**src/rtl/axis_mask_pkg.sv**
```systemverilog
// Shared helpers for the AXI4-Stream keep-mask stage: lane arithmetic and
// skid-buffer state encoding.
package axis_mask_pkg;

   localparam int unsigned MAX_LANES = 1024;
   localparam int unsigned MAX_BITS  = 1024;

   localparam logic [1:0] BUF_EMPTY = 2'd0;
   localparam logic [1:0] BUF_ONE   = 2'd1;
   localparam logic [1:0] BUF_FULL  = 2'd2;

   function automatic logic [15:0] popcount(input logic [MAX_LANES-1:0] keep);
      logic [15:0] cnt;
      cnt = '0;
      for (int i = 0; i < MAX_LANES; i++) begin
         cnt = cnt + 16'(keep[i]);
      end
      return cnt;
   endfunction

   // Callers zero-extend tkeep and truncate the result to their data width.
   function automatic logic [MAX_BITS-1:0] lane_mask(input logic [MAX_LANES-1:0] keep,
                                                     input int unsigned byte_width);
      logic [MAX_BITS-1:0] mask;
      mask = '0;
      for (int i = 0; i < MAX_BITS; i++) begin
         mask[i] = keep[i / byte_width];
      end
      return mask;
   endfunction

endpackage

```
**src/rtl/axis_skid_buffer.sv**
```systemverilog
// Two-entry full-throughput skid buffer; ready is a flop with no path from
// the downstream ready.
module axis_skid_buffer
   import axis_mask_pkg::*;
#(
   parameter int unsigned WIDTH = 8
) (
   input  logic             clk,
   input  logic             rst_n,
   input  logic [WIDTH-1:0] in_data,
   input  logic             in_valid,
   output logic             in_ready,
   output logic [WIDTH-1:0] out_data,
   output logic             out_valid,
   input  logic             out_ready
);

   logic [1:0]       state_q, state_d;
   logic [WIDTH-1:0] main_q, main_d;
   logic [WIDTH-1:0] skid_q, skid_d;
   logic             ready_q;
   logic             wr, rd;

   assign wr = in_valid && ready_q;
   assign rd = (state_q != BUF_EMPTY) && out_ready;

   always_comb begin
      state_d = state_q;
      main_d  = main_q;
      skid_d  = skid_q;
      case (state_q)
         BUF_EMPTY: begin
            if (wr) begin
               main_d  = in_data;
               state_d = BUF_ONE;
            end
         end
         BUF_ONE: begin
            if (wr && rd) begin
               main_d = in_data;
            end else if (wr) begin
               skid_d  = in_data;
               state_d = BUF_FULL;
            end else if (rd) begin
               state_d = BUF_EMPTY;
            end
         end
         BUF_FULL: begin
            if (rd) begin
               main_d  = skid_q;
               state_d = BUF_ONE;
            end
         end
         default: state_d = BUF_EMPTY;
      endcase
   end

   always_ff @(posedge clk or negedge rst_n) begin
      if (!rst_n) begin
         state_q <= BUF_EMPTY;
         main_q  <= '0;
         skid_q  <= '0;
         ready_q <= 1'b0;
      end else begin
         state_q <= state_d;
         main_q  <= main_d;
         skid_q  <= skid_d;
         ready_q <= (state_d != BUF_FULL);
      end
   end

   assign in_ready  = ready_q;
   assign out_data  = main_q;
   assign out_valid = (state_q != BUF_EMPTY);

endmodule

```
**src/rtl/axis_keep_mask_reg.sv**
```systemverilog
// Registered AXI4-Stream byte-lane mask: fills null lanes, optionally drops
// non-last null beats, and reports per-packet valid-byte counts.
module axis_keep_mask_reg
   import axis_mask_pkg::*;
#(
   parameter int unsigned         TDATA_WIDTH = 32,
   parameter int unsigned         BYTE_WIDTH  = 8,
   parameter int unsigned         TKEEP_WIDTH = TDATA_WIDTH / BYTE_WIDTH,
   parameter int unsigned         TUSER_WIDTH = 1,
   parameter logic [BYTE_WIDTH-1:0] FILL_VALUE = '0,
   parameter bit                  DROP_NULL   = 1'b0,
   parameter int unsigned         COUNT_WIDTH = 16
) (
   input  logic                   aclk,
   input  logic                   aresetn,
   input  logic                   mask_en,
   input  logic [TDATA_WIDTH-1:0] s_axis_tdata,
   input  logic [TKEEP_WIDTH-1:0] s_axis_tkeep,
   input  logic [TUSER_WIDTH-1:0] s_axis_tuser,
   input  logic                   s_axis_tlast,
   input  logic                   s_axis_tvalid,
   output logic                   s_axis_tready,
   output logic [TDATA_WIDTH-1:0] m_axis_tdata,
   output logic [TKEEP_WIDTH-1:0] m_axis_tkeep,
   output logic [TUSER_WIDTH-1:0] m_axis_tuser,
   output logic                   m_axis_tlast,
   output logic                   m_axis_tvalid,
   input  logic                   m_axis_tready,
   output logic [COUNT_WIDTH-1:0] pkt_bytes,
   output logic                   pkt_done,
   output logic                   err_null
);

   localparam int unsigned PAYLOAD_W = TDATA_WIDTH + TKEEP_WIDTH + TUSER_WIDTH + 1;
   localparam int unsigned SUM_W     = COUNT_WIDTH + 17;

   logic [TDATA_WIDTH-1:0] lanes_on, fill_data, masked;
   logic                   accept, is_null, drop, wr_valid;
   logic [PAYLOAD_W-1:0]   in_payload, out_payload;
   logic [SUM_W-1:0]       sum_wide;
   logic [COUNT_WIDTH-1:0] sum_sat;
   logic [COUNT_WIDTH-1:0] acc_q, pkt_bytes_q;
   logic                   pkt_done_q, err_null_q;

   assign lanes_on  = TDATA_WIDTH'(lane_mask(MAX_LANES'(s_axis_tkeep), BYTE_WIDTH));
   assign fill_data = {TKEEP_WIDTH{FILL_VALUE}};
   assign masked    = mask_en ? ((s_axis_tdata & lanes_on) | (fill_data & ~lanes_on))
                              : s_axis_tdata;

   assign accept   = s_axis_tvalid && s_axis_tready;
   assign is_null  = (s_axis_tkeep == '0);
   // A null beat carrying tlast still goes out so the packet boundary survives.
   assign drop     = DROP_NULL && is_null && !s_axis_tlast;
   assign wr_valid = s_axis_tvalid && !drop;

   assign in_payload = {masked, s_axis_tkeep, s_axis_tuser, s_axis_tlast};

   axis_skid_buffer #(
      .WIDTH (PAYLOAD_W)
   ) u_skid (
      .clk       (aclk),
      .rst_n     (aresetn),
      .in_data   (in_payload),
      .in_valid  (wr_valid),
      .in_ready  (s_axis_tready),
      .out_data  (out_payload),
      .out_valid (m_axis_tvalid),
      .out_ready (m_axis_tready)
   );

   assign {m_axis_tdata, m_axis_tkeep, m_axis_tuser, m_axis_tlast} = out_payload;

   assign sum_wide = SUM_W'(acc_q) + SUM_W'(popcount(MAX_LANES'(s_axis_tkeep)));
   assign sum_sat  = (sum_wide > SUM_W'({COUNT_WIDTH{1'b1}})) ? '1
                                                             : sum_wide[COUNT_WIDTH-1:0];

   always_ff @(posedge aclk or negedge aresetn) begin
      if (!aresetn) begin
         acc_q       <= '0;
         pkt_bytes_q <= '0;
         pkt_done_q  <= 1'b0;
         err_null_q  <= 1'b0;
      end else begin
         pkt_done_q <= 1'b0;
         err_null_q <= accept && is_null;
         if (accept) begin
            if (s_axis_tlast) begin
               pkt_bytes_q <= sum_sat;
               pkt_done_q  <= 1'b1;
               acc_q       <= '0;
            end else begin
               acc_q <= sum_sat;
            end
         end
      end
   end

   assign pkt_bytes = pkt_bytes_q;
   assign pkt_done  = pkt_done_q;
   assign err_null  = err_null_q;

endmodule

```
**config.mk**
```make
export PLATFORM = sky130hd
export DESIGN_NAME = axis_keep_mask_reg
export DESIGN_NICKNAME = d
export VERILOG_FILES = /design/src/rtl/axis_mask_pkg.sv /design/src/rtl/axis_skid_buffer.sv /design/src/rtl/axis_keep_mask_reg.sv
export SDC_FILE = /design/constraint.sdc
export NUM_CORES = 1
export LEC_CHECK = 0
export CAP_MARGIN = 20
export CORE_ASPECT_RATIO = 1.4
export CORE_MARGIN = 2
export CORE_UTILIZATION = 28
export CTS_CLUSTER_DIAMETER = 100
export DETAILED_ROUTE_END_ITERATION = 10
export HOLD_SLACK_MARGIN = 0.15
export PLACE_DENSITY_LB_ADDON = 0.25
export SYNTH_ARGS = -nofsm -noshare
export SYNTH_HDL_FRONTEND = slang
export SYNTH_SLANG_ARGS = --single-unit
```
**constraint.sdc**
```tcl
create_clock -name aclk -period 2.37 [get_ports aclk]
set_input_delay 0.474 -clock aclk [delete_from_list [all_inputs] [get_ports aclk]]
set_output_delay 0.474 -clock aclk [all_outputs]
set_load 0.1 [all_outputs]
```
**Run 1: met1 routing**

The bar under the picture is 20 um long. Supply wires on this layer in grey.
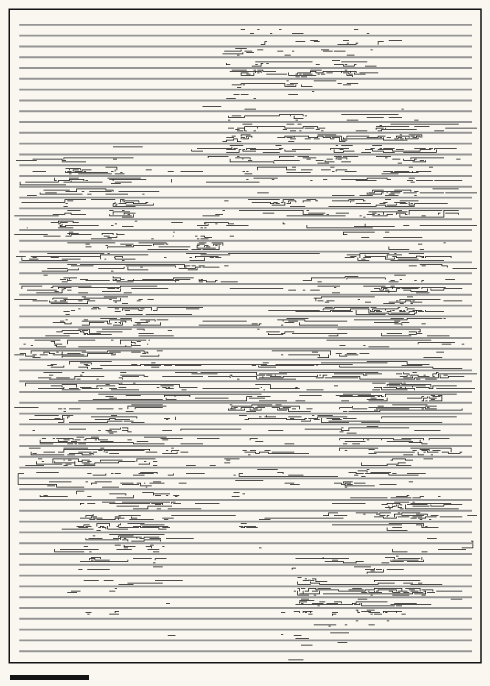
wire length on this layer	5990 um
main direction	horizontal
drt total wl: 14000 um
GR Util met1: 18.6%
via count: 4443

**Run 1: met2 routing**

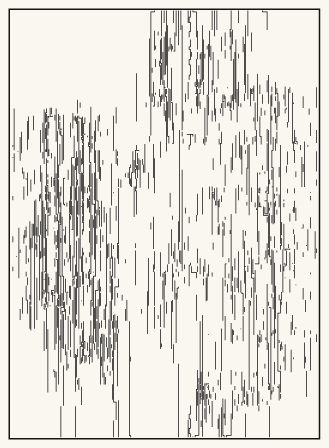
nets with wire on the layer	616
share of all routed wire	49%
main direction	vertical
met2 Usage GRT: 25.3%

**Run 1: signal wires on met3**

The bar under the picture is 20 um long.
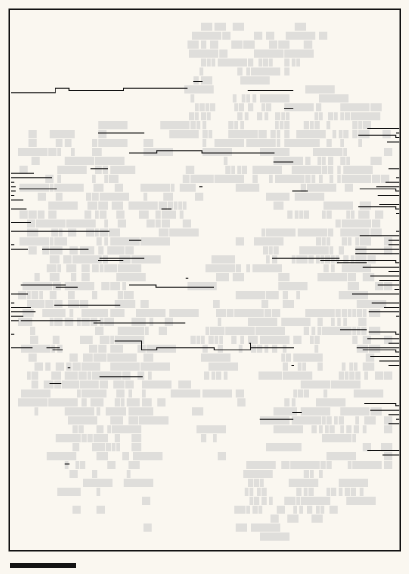
wire length on this layer	878 um
longest straight run	29.7 um
global routing usage on met3: 4.58%

## run 1: worst min-delay path by stage
stage / end / slack (ns) / start
floorplan: acc_q[0] / 0.18 / aresetn
global placement: u_skid.out_data[29] / 0.46 / u_skid.out_data[29]
detailed placement: acc_q[0] / 0.47 / acc_q[0]
CTS: err_null / 0.42 / s_axis_tkeep[3]
global route: err_null / 0.44 / s_axis_tkeep[2]
finish: err_null / 0.43 / s_axis_tkeep[2]
## run 1: registers in the layout (all words and copies together), names as in the netlist
register and count:
acc_q 16, err_null 1, pkt_bytes 16, pkt_done 1, u_skid.in_ready 1, u_skid.out_data 38
u_skid.skid_q 38, u_skid.state_q 2
## run 1: metal layers
| layer | part of all wire (%) | vias to the layer above | GRT usage [%] |
|---|---|---|---|
| li1 | - | 2215 | - |
| met5 | 0 | - | 0 |
| met2 | 49 | 128 | 25.3 |
| met1 | 43 | 2084 | 18.6 |
| met3 | 6.3 | 16 | 4.58 |
| met4 | 1.5 | 0 | 4.98 |
## run 1: worst min-delay path, delay by kind of cell
family / cells / cell delay (ns)
buffers and inverters: 2 / 0.28
and+or+nand+nor: 1 / 0.04
## run 1: area by class of cell
cell class	instances	share of cell area (%)
clock buffer	18	5.79
clock inverter	14	2.13
inverter	13	0.658
multi-input combinational	403	30.8
sequential	113	38.1
tap	240	4.05
timing repair buffer	153	18.4
## run 1: where the power goes
group	switching (W)	internal (W)	total [W]	leakage, nW
registers	0.000452	0.00267	0.00312	1.44
clock network	0.000964	0.00156	0.00252	0.277
logic	0.00404	0.00119	0.00523	1.68
total	0.00546	0.00542	0.0109	3.39
## run 1: placed cells by master (no fill, tap or decap), types with 4 or more instances in the layout
cell type and n:
sky130_fd_sc_hd__a21oi_1 43, sky130_fd_sc_hd__clkdlybuf4s50_1 37, sky130_fd_sc_hd__nand3_1 6, sky130_fd_sc_hd__o21ai_0 52, sky130_fd_sc_hd__xor2_1 4, sky130_fd_sc_hd__xnor2_1 4
sky130_fd_sc_hd__nand2_1 119, sky130_fd_sc_hd__nand2b_1 5, sky130_fd_sc_hd__a31oi_1 11, sky130_fd_sc_hd__clkinv_4 5, sky130_fd_sc_hd__and3_1 4, sky130_fd_sc_hd__buf_12 7
sky130_fd_sc_hd__buf_6 7, sky130_fd_sc_hd__inv_1 10, sky130_fd_sc_hd__o21ai_1 31, sky130_fd_sc_hd__dfrtp_1 113, sky130_fd_sc_hd__nor2_1 57, sky130_fd_sc_hd__buf_4 97
sky130_fd_sc_hd__clkbuf_16 17
## run 1: per-stage QoR
stage          cell area [um2]  hold WS, ns  setup TNS (ns)  total power (W)  utilization [%]
2_1_floorplan             5180        0.178           -8.05          0.00704                -
3_3_place_gp              6590        0.464          -23.75          0.00831             36.6
3_5_place_dp              6590        0.470          -25.57          0.00840             36.6
4_1_cts                   7250        0.419          -0.840           0.0110             40.3
5_1_grt                   7410        0.436           -2.63           0.0114             41.2
6_report                  7410        0.427          -0.716           0.0109             41.2
## run 1: repair_timing
item | 4_1_cts | 5_1_grt
hold buffers | 1 | 0
setup buffers | 6 | 4
hold endpoints to repair | 34 | 0
setup endpoints to repair | 32 | 31
gates resized | 20 | 24
pin swaps | 12 | 11
==> flow_summary.html, run 1 <==
<h3>Flow metrics</h3>
<table>
<tr><th>Metric</th><th>Value</th></tr>
<tr><th colspan="2">Cells and area</th></tr>
<tr><td>Final cell count without fillers</td><td>between 900 and 1000</td></tr>
<tr><td>Nets</td><td>749</td></tr>
<tr><td>Share of layout cells above drive strength 1</td><td>25.8%</td></tr>
<tr><td>Footprint of the multi-input gates</td><td>2280 um2</td></tr>
<tr><th colspan="2">Logic synthesis</th></tr>
<tr><td>Synth Area in XOR/XNOR</td><td>1.36%</td></tr>
<tr><td>Dominant combinational cell family by area after synthesis</td><td>AND-OR/OR-AND gates</td></tr>
<tr><td>Share of the synthesized area in the top cell type</td><td>between 50 and 60%</td></tr>
<tr><td>Cell type with the highest aggregate area in the netlist</td><td>sky130_fd_sc_hd__dfrtp_1</td></tr>
<tr><td>Adder-cell share of the synthesized area</td><td>roughly 1.7%</td></tr>
<tr><td>Post-Synthesis Cells</td><td>569</td></tr>
<tr><td>Proportion of synthesized flip-flops having asynchronous set or reset</td><td>100%</td></tr>
<tr><td>Number of storage elements in the synthesis netlist</td><td>approximately 110</td></tr>
<tr><td>Summed instance area of the synthesized netlist</td><td>a little over 5000 um2</td></tr>
<tr><td>Number of nets at floorplan</td><td>a little over 600</td></tr>
<tr><td>Number of distinct library cells after synthesis</td><td>49</td></tr>
<tr><td>Post-synthesis mux area share</td><td>roughly 1.5%</td></tr>
<tr><th colspan="2">Job</th></tr>
<tr><td>Maximum Capacitance Violations</td><td>0</td></tr>
<tr><th colspan="2">Timing</th></tr>
<tr><td>Setup violations, final</td><td>16</td></tr>
<tr><td>Final critical path time including I/O delays and setup</td><td>roughly 2.4 ns</td></tr>
<tr><td>Count of pins over their slew limit</td><td>0</td></tr>
<tr><td>PnR worst setup slack</td><td>-0.0797 ns</td></tr>
<tr><th colspan="2">Status</th></tr>
<tr><td>Violated checks</td><td>setup timing</td></tr>
<tr><td>Result of the run</td><td>finished, violations left</td></tr>
<tr><th colspan="2">Detailed routing</th></tr>
<tr><td>Post-DR vias/cell</td><td>4.66</td></tr>
<tr><td>DRC</td><td>0</td></tr>
<tr><td>First-pass detailed-route iteration total</td><td>4</td></tr>
<tr><th colspan="2">Critical path</th></tr>
<tr><td>Maximum cell stage delay along the critical path</td><td>0.54 ns</td></tr>
<tr><td>Master of the slowest instance on the critical path</td><td>sky130_fd_sc_hd__fa_1</td></tr>
<tr><td>CP max FO</td><td>8</td></tr>
<tr><td>Arrival time at the worst endpoint</td><td>2.78 ns</td></tr>
<tr><td>Critical path cell sequence</td><td>buf_8 &gt; fa_1 &gt; inv_2 &gt; fa_2 &gt; inv_2 &gt; fa_2 &gt; nand4_1 &gt; buf_4 &gt; nor2_4 &gt; nand3_4 &gt; and3_4 &gt; o31ai_4</td></tr>
<tr><td>R2R Setup Slk</td><td>0.24 ns</td></tr>
<tr><th colspan="2">Global routing</th></tr>
<tr><td>Total gr overflow</td><td>0</td></tr>
<tr><td>Vias in the first global route</td><td>4442</td></tr>
<tr><th colspan="2">Clock tree</th></tr>
<tr><td>Clock-pin slew of the registers on the worst-case setup and hold paths</td><td>0.05 ns</td></tr>
<tr><td>Bufs on Longest Clock Path</td><td>2</td></tr>
<tr><td>Num Clock Sinks</td><td>between 100 and 150</td></tr>
<tr><td>CTS buffer count</td><td>17</td></tr>
<tr><td>Worst skew pair latency</td><td>roughly 0.42 ns</td></tr>
<tr><th colspan="2">Place</th></tr>
<tr><td>Detailed Place HPWL</td><td>9870 um</td></tr>
</table>
**Run 1: the clock network**

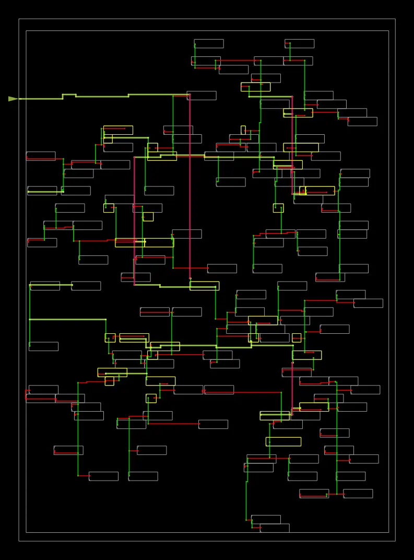

==> run 2: changes to the inputs <==
Settings changed: SKIP_CTS_REPAIR_TIMING set to 1.
**Run 2: the clock network**

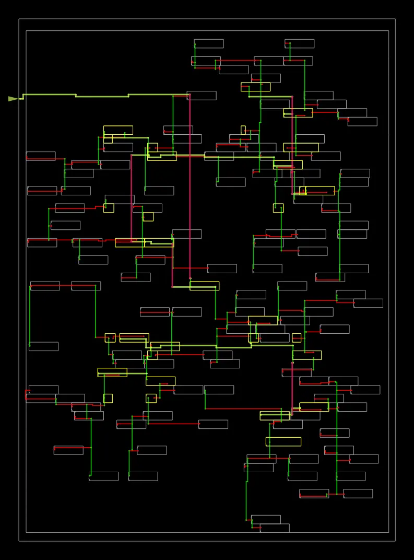
number of clock buffer instances in the layout: 18
CTS buffer count: 17

==> flow_summary.html, run 2 <==
<h3>Flow metrics</h3>
<table>
<tr><th>Metric</th><th>Value</th></tr>
<tr><th colspan="2">Logic synthesis</th></tr>
<tr><td>Share of the synthesized area in the top cell type</td><td>55.1% (unchanged)</td></tr>
<tr><td>Seq share, synth</td><td>between 50 and 60%</td></tr>
<tr><td>Number of cells in Yosys stat</td><td>569</td></tr>
<tr><td>Most repeated cell in the gate-level netlist after synthesis</td><td>sky130_fd_sc_hd__nand2_1</td></tr>
<tr><td>Proportion of synthesized flip-flops having asynchronous set or reset</td><td>100% (unchanged)</td></tr>
<tr><td>Summed instance area of the synthesized netlist</td><td>5130 um2 (unchanged)</td></tr>
<tr><td>Number of nets at floorplan</td><td>617 (unchanged)</td></tr>
<tr><td>Number of storage elements in the synthesis netlist</td><td>113 (unchanged)</td></tr>
<tr><td>Top FF cell, synth</td><td>sky130_fd_sc_hd__dfrtp_1</td></tr>
<tr><td>Cell type with the highest aggregate area in the netlist</td><td>sky130_fd_sc_hd__dfrtp_1</td></tr>
<tr><td>Top cells by area</td><td>sky130_fd_sc_hd__dfrtp_1, sky130_fd_sc_hd__nand2_1, sky130_fd_sc_hd__o21ai_0</td></tr>
<tr><td>Post-Synthesis Cells</td><td>569 (unchanged)</td></tr>
<tr><td>Synthesized area per cell</td><td>9.02 um2</td></tr>
<tr><td>Number of distinct library cells after synthesis</td><td>49 (unchanged)</td></tr>
<tr><td>Synth cell count leaders</td><td>sky130_fd_sc_hd__nand2_1, sky130_fd_sc_hd__dfrtp_1, sky130_fd_sc_hd__nor2_1</td></tr>
<tr><td>Post-synth EDFFs</td><td>0</td></tr>
<tr><td>YS warnings</td><td>0</td></tr>
<tr><td>Chip area from the yosys synthesis statistics</td><td>roughly 5000 um2</td></tr>
<tr><th colspan="2">Global routing</th></tr>
<tr><td>Total gr overflow</td><td>0 (unchanged)</td></tr>
<tr><td>Global-route wire length before repair</td><td>around 23000 um</td></tr>
<tr><td>All-layer global routing usage</td><td>15.0%</td></tr>
<tr><td>Vias in the first global route</td><td>4401 (-0.92%)</td></tr>
<tr><td>Pin count of the biggest net entering global routing</td><td>56</td></tr>
<tr><th colspan="2">Cells and area</th></tr>
<tr><td>Final core utilization</td><td>41.3% (+0.13 points)</td></tr>
<tr><td>Layout area overhead</td><td>44.8%</td></tr>
<tr><td>Nets</td><td>746 (-0.40%)</td></tr>
<tr><td>Share of layout cells above drive strength 1</td><td>26.2% (+0.39 points)</td></tr>
<tr><td>Most frequent cells in the layout</td><td>sky130_fd_sc_hd__nand2_1, sky130_fd_sc_hd__dfrtp_1, sky130_fd_sc_hd__buf_4</td></tr>
<tr><td>Final cell count without fillers</td><td>951 (-0.31%)</td></tr>
<tr><td>Antenna diode count</td><td>0</td></tr>
<tr><td>Highest-count logic cell in the final layout</td><td>sky130_fd_sc_hd__nand2_1</td></tr>
<tr><th colspan="2">Detailed routing</th></tr>
<tr><td>DRC</td><td>0 (unchanged)</td></tr>
<tr><td>Via count</td><td>4428 (-0.34%)</td></tr>
<tr><td>First-pass detailed-route iteration total</td><td>4 (unchanged)</td></tr>
<tr><td>Residual antenna-violating net count after detailed routing</td><td>0</td></tr>
<tr><td>Post-DR vias/cell</td><td>4.66 (about the same)</td></tr>
<tr><td>Detailed Route Iter0 Violations</td><td>295</td></tr>
<tr><td>Drt total wl</td><td>14100 um (+0.66%)</td></tr>
<tr><th colspan="2">Timing</th></tr>
<tr><td>RSZ-0062 raised after global routing</td><td>true</td></tr>
<tr><td>Setup violations, final</td><td>24 (+8)</td></tr>
<tr><td>Count of pins over their slew limit</td><td>0 (unchanged)</td></tr>
<tr><td>PnR worst setup slack</td><td>-0.127 ns (-0.0474 ns)</td></tr>
<tr><td>Number of failing hold endpoints at the final stage</td><td>0</td></tr>
<tr><td>Share of the clock period used by the worst path after layout</td><td>105%</td></tr>
<tr><td>Rel. slew slack</td><td>66.8%</td></tr>
<tr><td>Max Clock Freq</td><td>400 MHz</td></tr>
<tr><td>Final critical path time including I/O delays and setup</td><td>2.50 ns (+0.0474 ns)</td></tr>
<tr><td>Slew @ Worst Pin</td><td>just under 0.5 ns</td></tr>
<tr><th colspan="2">Critical path</th></tr>
<tr><td>Arrival time at the worst endpoint</td><td>2.82 ns (+0.04 ns)</td></tr>
<tr><td>Critical path cell sequence</td><td>buf_8 &gt; fa_1 &gt; inv_2 &gt; fa_2 &gt; inv_2 &gt; fa_2 &gt; nand4_1 &gt; buf_4 &gt; nor2_4 &gt; nand3_4 &gt; and3_4 &gt; o31ai_1</td></tr>
<tr><td>Master of the slowest instance on the critical path</td><td>sky130_fd_sc_hd__fa_1</td></tr>
<tr><td>Largest delay contributor family on the critical path</td><td>adder cells</td></tr>
<tr><td>Startpoint class of the critical path</td><td>input port</td></tr>
<tr><td>Worst Path Class, Setup</td><td>in -&gt; reg</td></tr>
<tr><td>CP max FO</td><td>8 (unchanged)</td></tr>
<tr><td>Worst path bufs/invs</td><td>4</td></tr>
<tr><td>Maximum cell stage delay along the critical path</td><td>0.54 ns (about the same)</td></tr>
<tr><td>Critical Path Sink Type</td><td>flop</td></tr>
<tr><td>Required time at the endpoint of the critical path</td><td>between 2 and 3 ns</td></tr>
<tr><th colspan="2">Place</th></tr>
<tr><td>Placed Instances</td><td>just over 900</td></tr>
<tr><td>Detailed Place HPWL</td><td>9870 um (unchanged)</td></tr>
<tr><td>Number of input and output port buffers inserted</td><td>100</td></tr>
<tr><td>Weighted congestion reported at the end of routability-driven placement</td><td>0.819</td></tr>
<tr><th colspan="2">Status</th></tr>
<tr><td>Result of the run</td><td>finished, violations left</td></tr>
<tr><td>Violated checks</td><td>setup timing</td></tr>
<tr><th colspan="2">Clock tree</th></tr>
<tr><td>Clock-pin slew of the registers on the worst-case setup and hold paths</td><td>0.05 ns (about the same)</td></tr>
<tr><td>CTS tree</td><td>done</td></tr>
<tr><td>Bufs on Longest Clock Path</td><td>2 (unchanged)</td></tr>
<tr><td>Worst skew pair latency</td><td>0.42 ns (about the same)</td></tr>
<tr><td>Number of H-tree branching levels</td><td>4</td></tr>
<tr><td>Clock root buffer</td><td>sky130_fd_sc_hd__clkbuf_16</td></tr>
<tr><td>Num Clock Sinks</td><td>113 (unchanged)</td></tr>
<tr><th colspan="2">Pwr</th></tr>
<tr><td>Worst supply voltage drop on vdd</td><td>613 uV</td></tr>
<tr><td>Total leakage power</td><td>3.38 nW</td></tr>
<tr><td>Power density normalized to cell area</td><td>between 1000 and 1500 nW/um2</td></tr>
<tr><th colspan="2">Worst hold path</th></tr>
<tr><td>Tightest Hold Check Type</td><td>in -&gt; reg</td></tr>
<tr><th colspan="2">Job</th></tr>
<tr><td>Number of warnings in the stage logs</td><td>29</td></tr>
<tr><td>Maximum Capacitance Violations</td><td>0 (unchanged)</td></tr>
<tr><th colspan="2">Floorplan</th></tr>
<tr><td>Number of cell rows</td><td>roughly 58</td></tr>
<tr><td>Die W</td><td>118 um</td></tr>
<tr><td>Die Y-Extent</td><td>164 um</td></tr>
<tr><td>FP Util</td><td>28.5%</td></tr>
<tr><td>I/O pin cnt</td><td>101</td></tr>
<tr><td>Placeable core region</td><td>18000 um2</td></tr>
</table>
[run 2: cell type report]
type                       count  area, um2
clock buffer                  18        429
clock inverter                14        158
fill                        1834      10600
inverter                      13       48.8
multi-input combinational    403       2320
sequential                   113       2830
tap                          240        300
timing repair buffer         150       1350
[run 2: worst paths after layout]
path                                        to                start  depth (start not counted)  slack [ns]
max                              pkt_bytes[13]      s_axis_tkeep[3]                         12       -0.13
min                                   err_null      s_axis_tkeep[3]                          4        0.43
max reg2reg                      pkt_bytes[13]             acc_q[0]                         10        0.25
min reg2reg                u_skid.out_data[19]  u_skid.out_data[19]                          2        0.48
max in group asynchronous  u_skid.out_data[10]              aresetn                          3        1.14
min in group asynchronous  u_skid.out_data[34]              aresetn                          2        0.56
[run 2: layer usage]
metal,share of wire [%],wire length (um),track usage (%),vias up
li1,-,-,-,2206
met1,44,6180,18.7,2091
met2,50,6980,24.5,112
met3,5.1,724,4.55,19
met4,1.5,209,5.95,0
met5,0,0,0,-
[run 2: worst register-to-register path: cells and delay by family (launching register included)]
kind / cells / cell delay, ns
and+or+nand+nor: 4 / 0.69
DFF: 1 / 0.34
buffers and inverters: 3 / 0.30
adders and majority gates: 2 / 0.52
AOI/OAI and AO/OA: 1 / 0.18
[run 2: kinds of logic after synthesis]
kind of cell	count (synthesis)	share of synthesized area, %
buffers and inverters	53	4.14
adder cells (fa/ha/maj)	5	1.66
AND-OR/OR-AND	171	19.0
multiplexers	7	1.46
flip-flops	113	55.1
AND/OR/NAND/NOR	212	17.3
XOR/XNOR	8	1.36
[run 2: stage by stage]
stage / hold WS, ns / cell area (um2) / TNS (ns) / total power (W)
floorplan: 0.178 / 5180 / -8.05 / 0.00704
global placement: 0.464 / 6590 / -23.75 / 0.00831
detailed placement: 0.470 / 6590 / -25.57 / 0.00840
CTS: 0.0277 / 7170 / -11.22 / 0.0110
global route: 0.428 / 7440 / -3.85 / 0.0115
finish: 0.432 / 7440 / -1.53 / 0.0109
[run 2: report_power, final]
part	internal, W	switching, W
clock network	0.00156	0.000963
registers	0.00267	0.000460
logic	0.00121	0.00406
total	0.00544	0.00548
Power and IR drop assume default switching activity.
